**Run 1: nets reached from selected ports**

The bar under the picture is 20 um long.
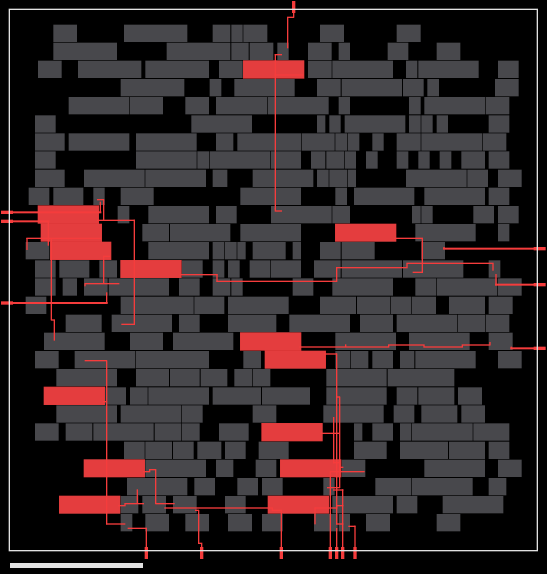
**Run 1: a small window of the routed layout**

Window x 0 to 40, y 41 to 81 um. Cells in gray, sequential cells in the stronger gray; small squares are vias.
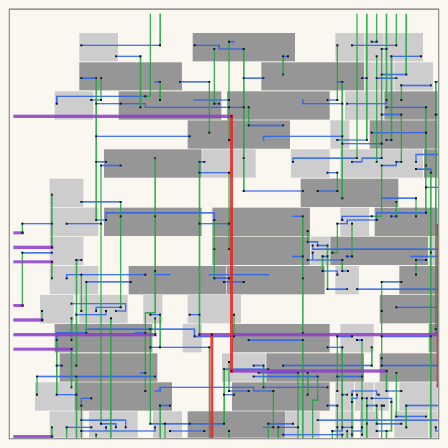
**Run 1: signal wires by layer**

Only two layers are drawn.
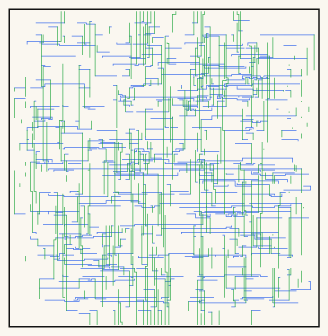
===== src/rtl/vga_tape_renderer_if.sv =====
// Tape memory read port between the VGA renderer and the cpu_core data memory.
// The renderer drives the cell address every pixel clock and gets back the
// cell byte a fixed number of clocks later; there is no handshake.
interface vga_tape_renderer_if;
  logic [13:0] cell_addr;
  logic [7:0]  cell_data;

  // Renderer side: issues addresses, consumes returned bytes.
  modport master (output cell_addr, input cell_data);
  // Memory side: sees addresses, returns bytes MEM_LAT clocks later.
  modport slave  (input cell_addr, output cell_data);
endinterface


===== src/rtl/vga_tape_renderer.sv =====
// Pixel pipeline between the sync generator and the VGA pins.
// Pixel counters become a tape-cell read address. The returned byte becomes a
// 4:4:4 colour, with an optional 1-px cell grid and a blinking cursor on the
// cell that the data pointer selects. Syncs travel alongside the colour so
// both leave on the same edge, MEM_LAT+2 clocks after the counters arrive.
module vga_tape_renderer #(
  parameter int   MEM_LAT   = 1,    // cell_data latency after cell_addr, 1..3
  parameter int   BLINK_BIT = 4,    // frame_cnt bit that sets the blink phase
  parameter logic SYNC_IDLE = 1'b1  // inactive sync level held during reset
) (
  input  logic                       clk,
  input  logic                       resetn,
  input  logic [9:0]                 counter_x,
  input  logic [9:0]                 counter_y,
  input  logic                       in_display,
  input  logic                       h_sync_in,
  input  logic                       v_sync_in,
  vga_tape_renderer_if.master        mem,
  input  logic [13:0]                data_ptr,
  input  logic                       grid_en,
  output logic                       vga_h_sync,
  output logic                       vga_v_sync,
  output logic [3:0]                 r,
  output logic [3:0]                 g,
  output logic [3:0]                 b,
  output logic                       frame_start
);

  // Everything a pixel needs to carry while its cell byte is being fetched.
  typedef struct packed {
    logic [13:0] addr;
    logic [2:0]  x_lo;
    logic [2:0]  y_lo;
    logic        disp;
    logic        hs;
    logic        vs;
  } side_t;

  // Idle pixel: blanked, syncs inactive, so a refilling pipeline shows nothing.
  localparam side_t SIDE_IDLE = '{addr: '0, x_lo: '0, y_lo: '0, disp: 1'b0,
                                  hs: SYNC_IDLE, vs: SYNC_IDLE};

  side_t       s0;
  side_t       dly [MEM_LAT];
  side_t       tail;
  logic [7:0]  frame_cnt;
  logic [13:0] ptr_latch;
  logic        at_origin;
  logic        cursor_hit;
  logic        border_px;
  logic        grid_px;

  assign at_origin     = (counter_x == 10'd0) && (counter_y == 10'd0);
  assign mem.cell_addr = s0.addr;
  assign tail          = dly[MEM_LAT-1];

  // Stage 0: form the cell address and capture the pixel's side signals.
  // NOTE: state is updated with <= so every stage samples its predecessor's
  // value from before the edge; blocking = here would collapse the pipeline.
  always_ff @(posedge clk or negedge resetn) begin
    if (!resetn) begin
      s0 <= SIDE_IDLE;
    end else begin
      s0 <= '{addr: {counter_y[9:3], counter_x[9:3]},
              x_lo: counter_x[2:0], y_lo: counter_y[2:0],
              disp: in_display, hs: h_sync_in, vs: v_sync_in};
    end
  end

  // Delay line matching the memory read latency.
  // NOTE: this small register array is reset on purpose: stale entries would
  // otherwise leak visible pixels and sync edges right after reset release.
  always_ff @(posedge clk or negedge resetn) begin
    if (!resetn) begin
      for (int i = 0; i < MEM_LAT; i++) dly[i] <= SIDE_IDLE;
    end else begin
      dly[0] <= s0;
      for (int i = 1; i < MEM_LAT; i++) dly[i] <= dly[i-1];
    end
  end

  // Frame bookkeeping: pulse, blink counter and cursor snapshot at (0,0).
  always_ff @(posedge clk or negedge resetn) begin
    if (!resetn) begin
      frame_start <= 1'b0;
      frame_cnt   <= '0;
      ptr_latch   <= '0;
    end else begin
      frame_start <= at_origin;
      if (at_origin) begin
        frame_cnt <= frame_cnt + 8'd1;
        ptr_latch <= data_ptr;
      end
    end
  end

  // Cursor uses only the per-frame snapshot so it never tears mid-frame.
  assign cursor_hit = (tail.addr == ptr_latch) && frame_cnt[BLINK_BIT];
  assign border_px  = (tail.x_lo == 3'd0) || (tail.x_lo == 3'd7) ||
                      (tail.y_lo == 3'd0) || (tail.y_lo == 3'd7);
  assign grid_px    = (tail.x_lo == 3'd0) || (tail.y_lo == 3'd0);

  // Colour stage: priority select of the output colour, syncs re-aligned.
  always_ff @(posedge clk or negedge resetn) begin
    if (!resetn) begin
      r          <= '0;
      g          <= '0;
      b          <= '0;
      vga_h_sync <= SYNC_IDLE;
      vga_v_sync <= SYNC_IDLE;
    end else begin
      vga_h_sync <= tail.hs;
      vga_v_sync <= tail.vs;
      if (!tail.disp) begin
        r <= 4'h0; g <= 4'h0; b <= 4'h0;
      end else if (cursor_hit && border_px) begin
        r <= 4'hF; g <= 4'hF; b <= 4'hF;
      end else if (grid_en && grid_px) begin
        r <= 4'h2; g <= 4'h2; b <= 4'h2;
      end else begin
        r <= mem.cell_data[7:4];
        g <= mem.cell_data[3:0];
        b <= 4'h0;
      end
    end
  end

endmodule

===== src/flat_wrapper.sv =====
// flat-port wrapper written by rule: the top's interface ports become plain ports
module vga_tape_renderer_flat 
#(
  parameter int   MEM_LAT   = 1,                                              
  parameter int   BLINK_BIT = 4,                                              
  parameter logic SYNC_IDLE = 1'b1                                          
)
  (clk, resetn, counter_x, counter_y, in_display, h_sync_in, v_sync_in, data_ptr, grid_en, vga_h_sync, vga_v_sync, r, g, b, frame_start, mem_cell_addr, mem_cell_data);
  vga_tape_renderer_if mem_i ();
  input  logic clk;
  input  logic resetn;
  input  logic [9:0] counter_x;
  input  logic [9:0] counter_y;
  input  logic in_display;
  input  logic h_sync_in;
  input  logic v_sync_in;
  input  logic [13:0] data_ptr;
  input  logic grid_en;
  output logic vga_h_sync;
  output logic vga_v_sync;
  output logic [3:0] r;
  output logic [3:0] g;
  output logic [3:0] b;
  output logic frame_start;
  output wire logic [$bits(mem_i.cell_addr)-1:0] mem_cell_addr;
  input wire logic [$bits(mem_i.cell_data)-1:0] mem_cell_data;
  assign mem_cell_addr = mem_i.cell_addr;
  assign mem_i.cell_data = mem_cell_data;
  vga_tape_renderer #(.MEM_LAT(MEM_LAT), .BLINK_BIT(BLINK_BIT), .SYNC_IDLE(SYNC_IDLE)) u_core (.clk(clk), .resetn(resetn), .counter_x(counter_x), .counter_y(counter_y), .in_display(in_display), .h_sync_in(h_sync_in), .v_sync_in(v_sync_in), .mem(mem_i), .data_ptr(data_ptr), .grid_en(grid_en), .vga_h_sync(vga_h_sync), .vga_v_sync(vga_v_sync), .r(r), .g(g), .b(b), .frame_start(frame_start));
endmodule

===== config.mk =====
export PLATFORM = sky130hd
export DESIGN_NAME = vga_tape_renderer_flat
export DESIGN_NICKNAME = d
export VERILOG_FILES = /design/src/rtl/vga_tape_renderer_if.sv /design/src/rtl/vga_tape_renderer.sv /design/src/flat_wrapper.sv
export SDC_FILE = /design/constraint.sdc
export NUM_CORES = 1
export LEC_CHECK = 0
export CAP_MARGIN = 20
export CORE_AREA = 2 2 77 79
export DETAILED_ROUTE_END_ITERATION = 10
export DIE_AREA = 0 0 79 81
export PLACE_DENSITY_LB_ADDON = 0.12
export REMOVE_ABC_BUFFERS = 1
export SETUP_SLACK_MARGIN = 0.4
export SYNTH_ARGS = -nofsm -noshare
export SYNTH_HDL_FRONTEND = slang
export SYNTH_SLANG_ARGS = --single-unit

===== constraint.sdc =====
create_clock -name clk -period 2.1 [get_ports clk]
set_clock_uncertainty 0.15 [all_clocks]
set_input_delay 0.315 -clock clk [delete_from_list [all_inputs] [get_ports clk]]
set_output_delay 0.315 -clock clk [all_outputs]
set_load 0.05 [all_outputs]

==> flow_summary.json, run 1 <==
{
  "status": "complete, but fails checks",
  "async_flop_share_pct": 100,
  "ys_sh_aoi_pct": 2.45,
  "ys_seq_share_pct": 71.0,
  "setup_ws_ns": 0.429,
  "logic_area_sq_um": 688,
  "numCtsBuffers": 9,
  "placed_area_sq_um": 3600,
  "post-route-period-util_pct": 79.6,
  "grt_pass1_wl_mm": 7.75,
  "max_slew_margin_pct": 66.6,
  "whs_endpoint": "u_core.s0[7]$_DFF_PN0_",
  "fp_util_pct": 48.6,
  "final_util_pct": 68.0,
  "finalHoldViolations": 1,
  "common_cells": "dfrtp_1, xor2_1, buf_4, o21ai_0",
  "clock_buffers": 12,
  "mux_area_share_pct": 7.21,
  "crit_arrival_ns": 1.73,
  "fp.dieArea_sq_um": 6400,
  "cts_tree": "done",
  "yosysTopAreaCellShare_pct": 65.3,
  "cts_max_level": 3,
  "tightestPinTransition_ns": 0.504,
  "hold_path.class": "in2reg",
  "flops": 78,
  "die_h_um": 81,
  "fp-row-count": 28,
  "clock_area_share_pct": 5.57,
  "synth_area_per_cell_sq_um": 15.7,
  "violations": "negative hold slack",
  "worst_r2r_path_depth": 5,
  "finalInstanceArea_sq_um": 3860,
  "synth-edff-count": 0,
  "cp_data_required_time_ns": 2.16,
  "fin_hold_ws_ns": -0.000990,
  "drv_cap": 0,
  "fmax_mhz": 599,
  "clock_latency_ns": 0.33,
  "wl_met2_mm": 2.32,
  "grt_max_degree": 36,
  "buffer_area_share_pct": 23.3,
  "flop_cell": "dfrtp_1",
  "reg2reg_from": "u_core.ptr_latch[6]$_DFFE_PN0P_"
}
-- 'nets reached from selected ports' (at the start) --
[red] mem_cell_addr | bits: 14 | direction: output | edge: 7 south, 3 west, 3 east, 1 north | end cells: 14 | buffers: 14 | wire: 436 um
# IOs: 77
Port-buffer cells: 76

-- 'a small window of the routed layout' (at the start) --
[purple] metal 3
[red] metal 4
[green] metal 2
[blue] metal 1
most frequent: dfrtp_1 (19), dfstp_2 (6)
cells with their middle in the window: 64
sequential cells in the window: 26
netlist names of flops here include: u_core.s0 (8), u_core.dly (7), u_core.mem.cell_addr (5)

-- 'signal wires by layer' (at the start) --
[blue] metal 1 | wire length: 2100 um
[green] metal 2 | wire length: 2320 um
final WL: 4.82 mm
Global Route Usage Sum: 16.5%
vias: 1608
WL/cell: 14.0 um

[run 1: where the power goes]
group	total (uW)	leakage (uW)	internal, uW	switching, uW
logic	299	0.000811	124	176
clock network	1180	0.000110	699	483
registers	1590	0.000962	1560	24.3
[run 1: registers in the layout, indices dropped and copies added, names as in the netlist]
signal	flops
u_core.r	4
u_core.g	4
u_core.vga_v_sync	1
u_core.frame_cnt	5
u_core.frame_start	1
u_core.mem.cell_addr	14
u_core.dly	23
u_core.b	2
u_core.vga_h_sync	1
u_core.s0	9
u_core.ptr_latch	14
[run 1: repair_timing]
action,CTS,global route
hold buffers,1,2
endpoints found under the hold margin,22,2
endpoints found under the setup margin,56,43
buffers inserted,1,1
pin swaps,9,8
resized,57,31
cloned,1,0
==> run 1 -> run 2 <==
CORE_AREA = 2 2 85 87   (was 2 2 77 79)
DIE_AREA = 0 0 87 89   (was 0 0 79 81)
clock period = 1.45 ns   (was 2.1 ns; I/O delays follow)
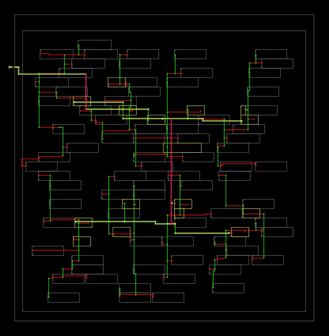
**Above:** run 2 (clock nets).
clock latency on the worst-skew pair: 0.33 ns
Num CTS Buffers: 9
clk sinks: 78

==> run 2 against run 1 <==
The run ends with negative setup slack left; clock power rose by 44%; first-iteration DRC count shrank 26%; setup slack worse by 0.64 ns; synthesized area unchanged; register-to-register slack lost 0.72 ns; global-route usage is 0.80 points lower; non-clock buffer count rose by 25; sequential share of layout area decreased by 7.6 points; synthesized cell count did not move; sequential power is 46% higher; worst hold slack improved by 0.038 ns; critical endpoint is now u_core.b[1]$_DFF_PN0_.
==> flow_summary.json, run 2 <==
{
  "clock_buffers": 14,
  "yosysTopAreaCellShare_pct": 65.3,
  "async_flop_share_pct": 100,
  "grt_max_degree": 30,
  "power_leader": "registers",
  "setup_ws_ns": -0.214,
  "crit_arrival_ns": 1.77,
  "fmax_mhz": 601,
  "reg2reg_from": "u_core.ptr_latch[13]$_DFFE_PN0P_",
  "tightestPinTransition_ns": 0.626,
  "grt_util_all_layers_pct": 15.7,
  "fp.dieArea_sq_um": 7740,
  "worst_r2r_path_depth": 6,
  "p_seq_share_pct": 50.1,
  "synth-edff-count": 0,
  "buffer_area_share_pct": 31.9,
  "io_buffer_count": 76,
  "switching_share_pct": 22.8,
  "largest_register_ffs": 23,
  "finalInstanceArea_sq_um": 4540,
  "flops": 78,
  "final_util_pct": 67.6,
  "num_vias": 1737,
  "violations": "negative setup slack",
  "cts_max_level": 3,
  "synth_area_per_cell_sq_um": 15.7,
  "placed_area_sq_um": 3920,
  "fin_hold_ws_ns": 0.0375,
  "logic_area_sq_um": 807,
  "top_register": "u_core.dly",
  "route.final.wire_length_mm": 5.43,
  "max_slew_margin_pct": 57.8,
  "fp-row-count": 30,
  "grt_pass1_wl_mm": 8.97,
  "clock_area_share_pct": 4.85,
  "fp_util_pct": 41.1,
  "io_pins": 77,
  "finalHoldViolations": 0,
  "hold_path.class": "in2reg",
  "setup_viol": 10,
  "cp_data_required_time_ns": 1.56,
  "die_h_um": 89,
  "status": "complete, but fails checks",
  "clk-power_uw": 1700,
  "drv_cap": 0,
  "p_comb_share_pct": 13.1,
  "whs_endpoint": "u_core.s0[7]$_DFF_PN0_",
  "p_switching_uw": 1050
}
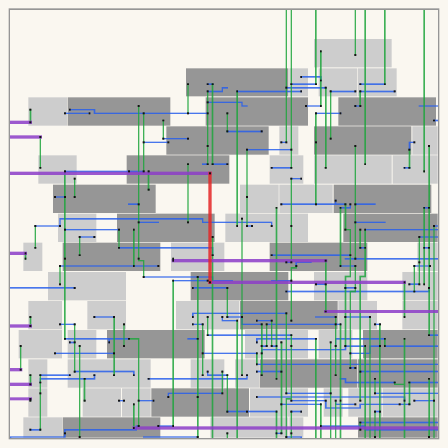
**Above:** run 2 (a small window of the routed layout).
Window x 2 to 42, y 47 to 87 um. Cells in gray, sequential cells in the stronger gray; small squares are vias.
[blue] metal 1
[purple] metal 3
[green] metal 2
[red] metal 4
cells with their middle in the window: 67
sequential cells in the window: 22
netlist names of flops here include: u_core.dly (6), u_core.s0 (6), u_core.frame_cnt (5)
most frequent: dfrtp_1 (16), dlygate4sd3_1 (7), dfstp_2 (6)

==> run 2: repair_timing <==
action,4_1_cts,5_1_grt
gates cloned,1,0
setup buffers,6,2
hold buffers,18,1
hold endpoints to repair,72,1
gates resized,104,25
pin swaps,13,9
endpoints found under the setup margin,59,82
==> run 2: cell families after synthesis <==
logic type,Yosys count,share of synthesized area (%)
DFF,78,71.0
and+or+nand+nor,32,7.80
buffers and inverters,19,5.39
xor gates and xnor gates,18,5.71
muxes,15,7.21
AOI/OAI and AO/OA,13,2.45
adders and majority gates,1,0.453
==> run 2: layer usage <==
layer / up-vias / global-route usage, % / share of wire (%)
li1: 813 / - / -
met1: 870 / 19.3 / 40
met2: 49 / 27.0 / 54
met3: 5 / 5.45 / 5.1
met4: 0 / 3.41 / 0.74
met5: - / 0 / 0
==> run 2 -> run 3 <==
GPL_TIMING_DRIVEN = 0   (was default)
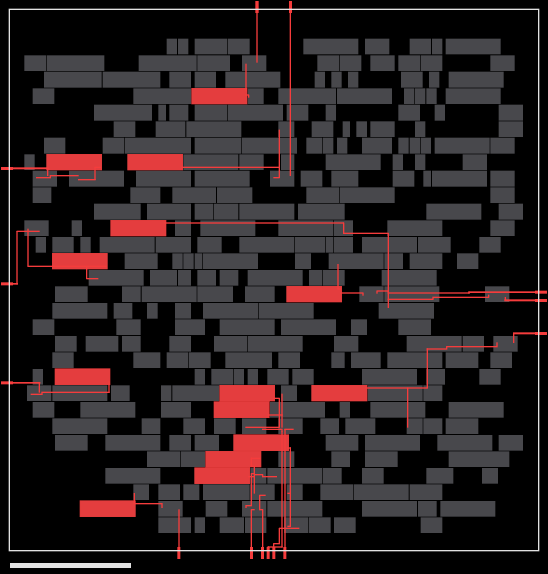
**Above:** run 3 (nets reached from selected ports).
The bar under the picture is 20 um long.
[red] mem_cell_addr | bits: 14 | direction: output | edge: 6 south, 3 west, 3 east, 2 north | end cells: 14 | buffers: 14 | wire: 428 um

==> run 3 against run 2 <==
Sequential share of layout area grew 3.5 points; global-route usage shrank 0.22 points; highest routed layer unchanged; wire length grew 0.39%; the flow finishes with violations (negative hold slack, negative setup slack); register-to-register slack gained 0.07 ns; critical endpoint is now u_core.r[0]$_DFF_PN0_; largest cell class unchanged.
==> flow_summary.json, run 3 <==
{
  "clock_latency_ns": 0.34,
  "met2_usage_pct": 25.2,
  "die_h_um": 89,
  "drv_cap": 0,
  "grt_pass1_wl_mm": 8.76,
  "clock_sinks": 78,
  "switching_share_pct": 24.6,
  "cts_tree": "done",
  "p_comb_share_pct": 11.9,
  "fp_util_pct": 41.1,
  "setup_viol": 10,
  "ys_seq_share_pct": 71.0,
  "post-route-period-util_pct": 110,
  "wl_met2_mm": 2.82,
  "p_seq_share_pct": 52.7,
  "cp_data_required_time_ns": 1.56,
  "fin_hold_ws_ns": -0.407,
  "violations": "negative hold slack, negative setup slack",
  "synth-edff-count": 0,
  "fp-row-count": 30,
  "num_vias": 1707,
  "io_buffer_count": 76,
  "finalHoldViolations": 72,
  "max_slew_margin_pct": 62.2,
  "synth_area_per_cell_sq_um": 15.7,
  "common_cells": "dfrtp_1, xor2_1, buf_4, o21ai_0",
  "cts_max_level": 3,
  "wl_met3_um": 276,
  "hold_path.class": "in2async",
  "p_switching_uw": 1080,
  "largest_register_ffs": 23,
  "async_flop_share_pct": 100,
  "status": "complete, but fails checks",
  "setup_ws_ns": -0.148,
  "wl_met1_mm": 2.21,
  "tightestPinTransition_ns": 0.563,
  "fmax_mhz": 626,
  "fp.dieArea_sq_um": 7740,
  "p_comb_uw": 522,
  "grt_util_met3_pct": 3.97,
  "yosysTopAreaCellShare_pct": 65.3,
  "crit_arrival_ns": 1.71,
  "dr.max_layer_used": "met4",
  "power_leader": "registers",
  "reg2reg_from": "u_core.ptr_latch[3]$_DFFE_PN0P_",
  "cts-resized-gates": 320,
  "grt-busiest-layer": "met2",
  "finalInstanceArea_sq_um": 4210
}
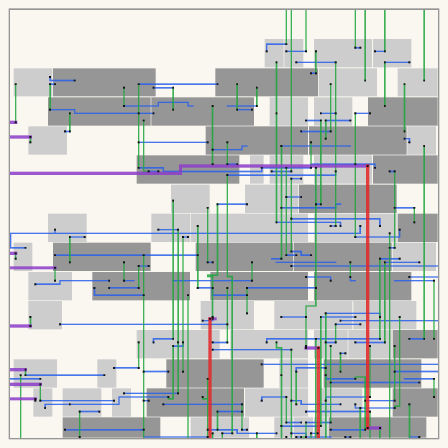
**Above:** run 3 (a small window of the routed layout).
Window x 2 to 42, y 47 to 87 um. Cells in gray, sequential cells in the stronger gray; small squares are vias.
[green] metal 2
[red] metal 4
[purple] metal 3
[blue] metal 1
cells with their middle in the window: 64
netlist names of flops here include: u_core.s0 (6), u_core.dly (5), u_core.mem.cell_addr (5)
most frequent: dfrtp_1 (15)
sequential cells in the window: 21

-- run 3: cells by family (layout without fill, tap and decap cells) --
group,Yosys count,in the layout,synth area share [%]
compound gates,13,13,2.45
xor+xnor,18,18,5.71
fa+ha+maj,1,1,0.453
buf+inv,19,129,5.39
flops,78,78,71.0
mux,15,15,7.21
simple gates,32,32,7.80
-- run 3: final cells by class --
type | count | area [sq um] | share of cell area, %
clock buffer | 10 | 128 | 3.03
clock inverter | 6 | 62.6 | 1.49
inverter | 1 | 3.75 | 0.0893
timing repair buffer | 112 | 1140 | 27.2
sequential | 78 | 1960 | 46.6
multi-input combinational | 79 | 808 | 19.2
tap | 80 | 100 | 2.38
No activity file was given, so power comes from the tool's default toggle rates.
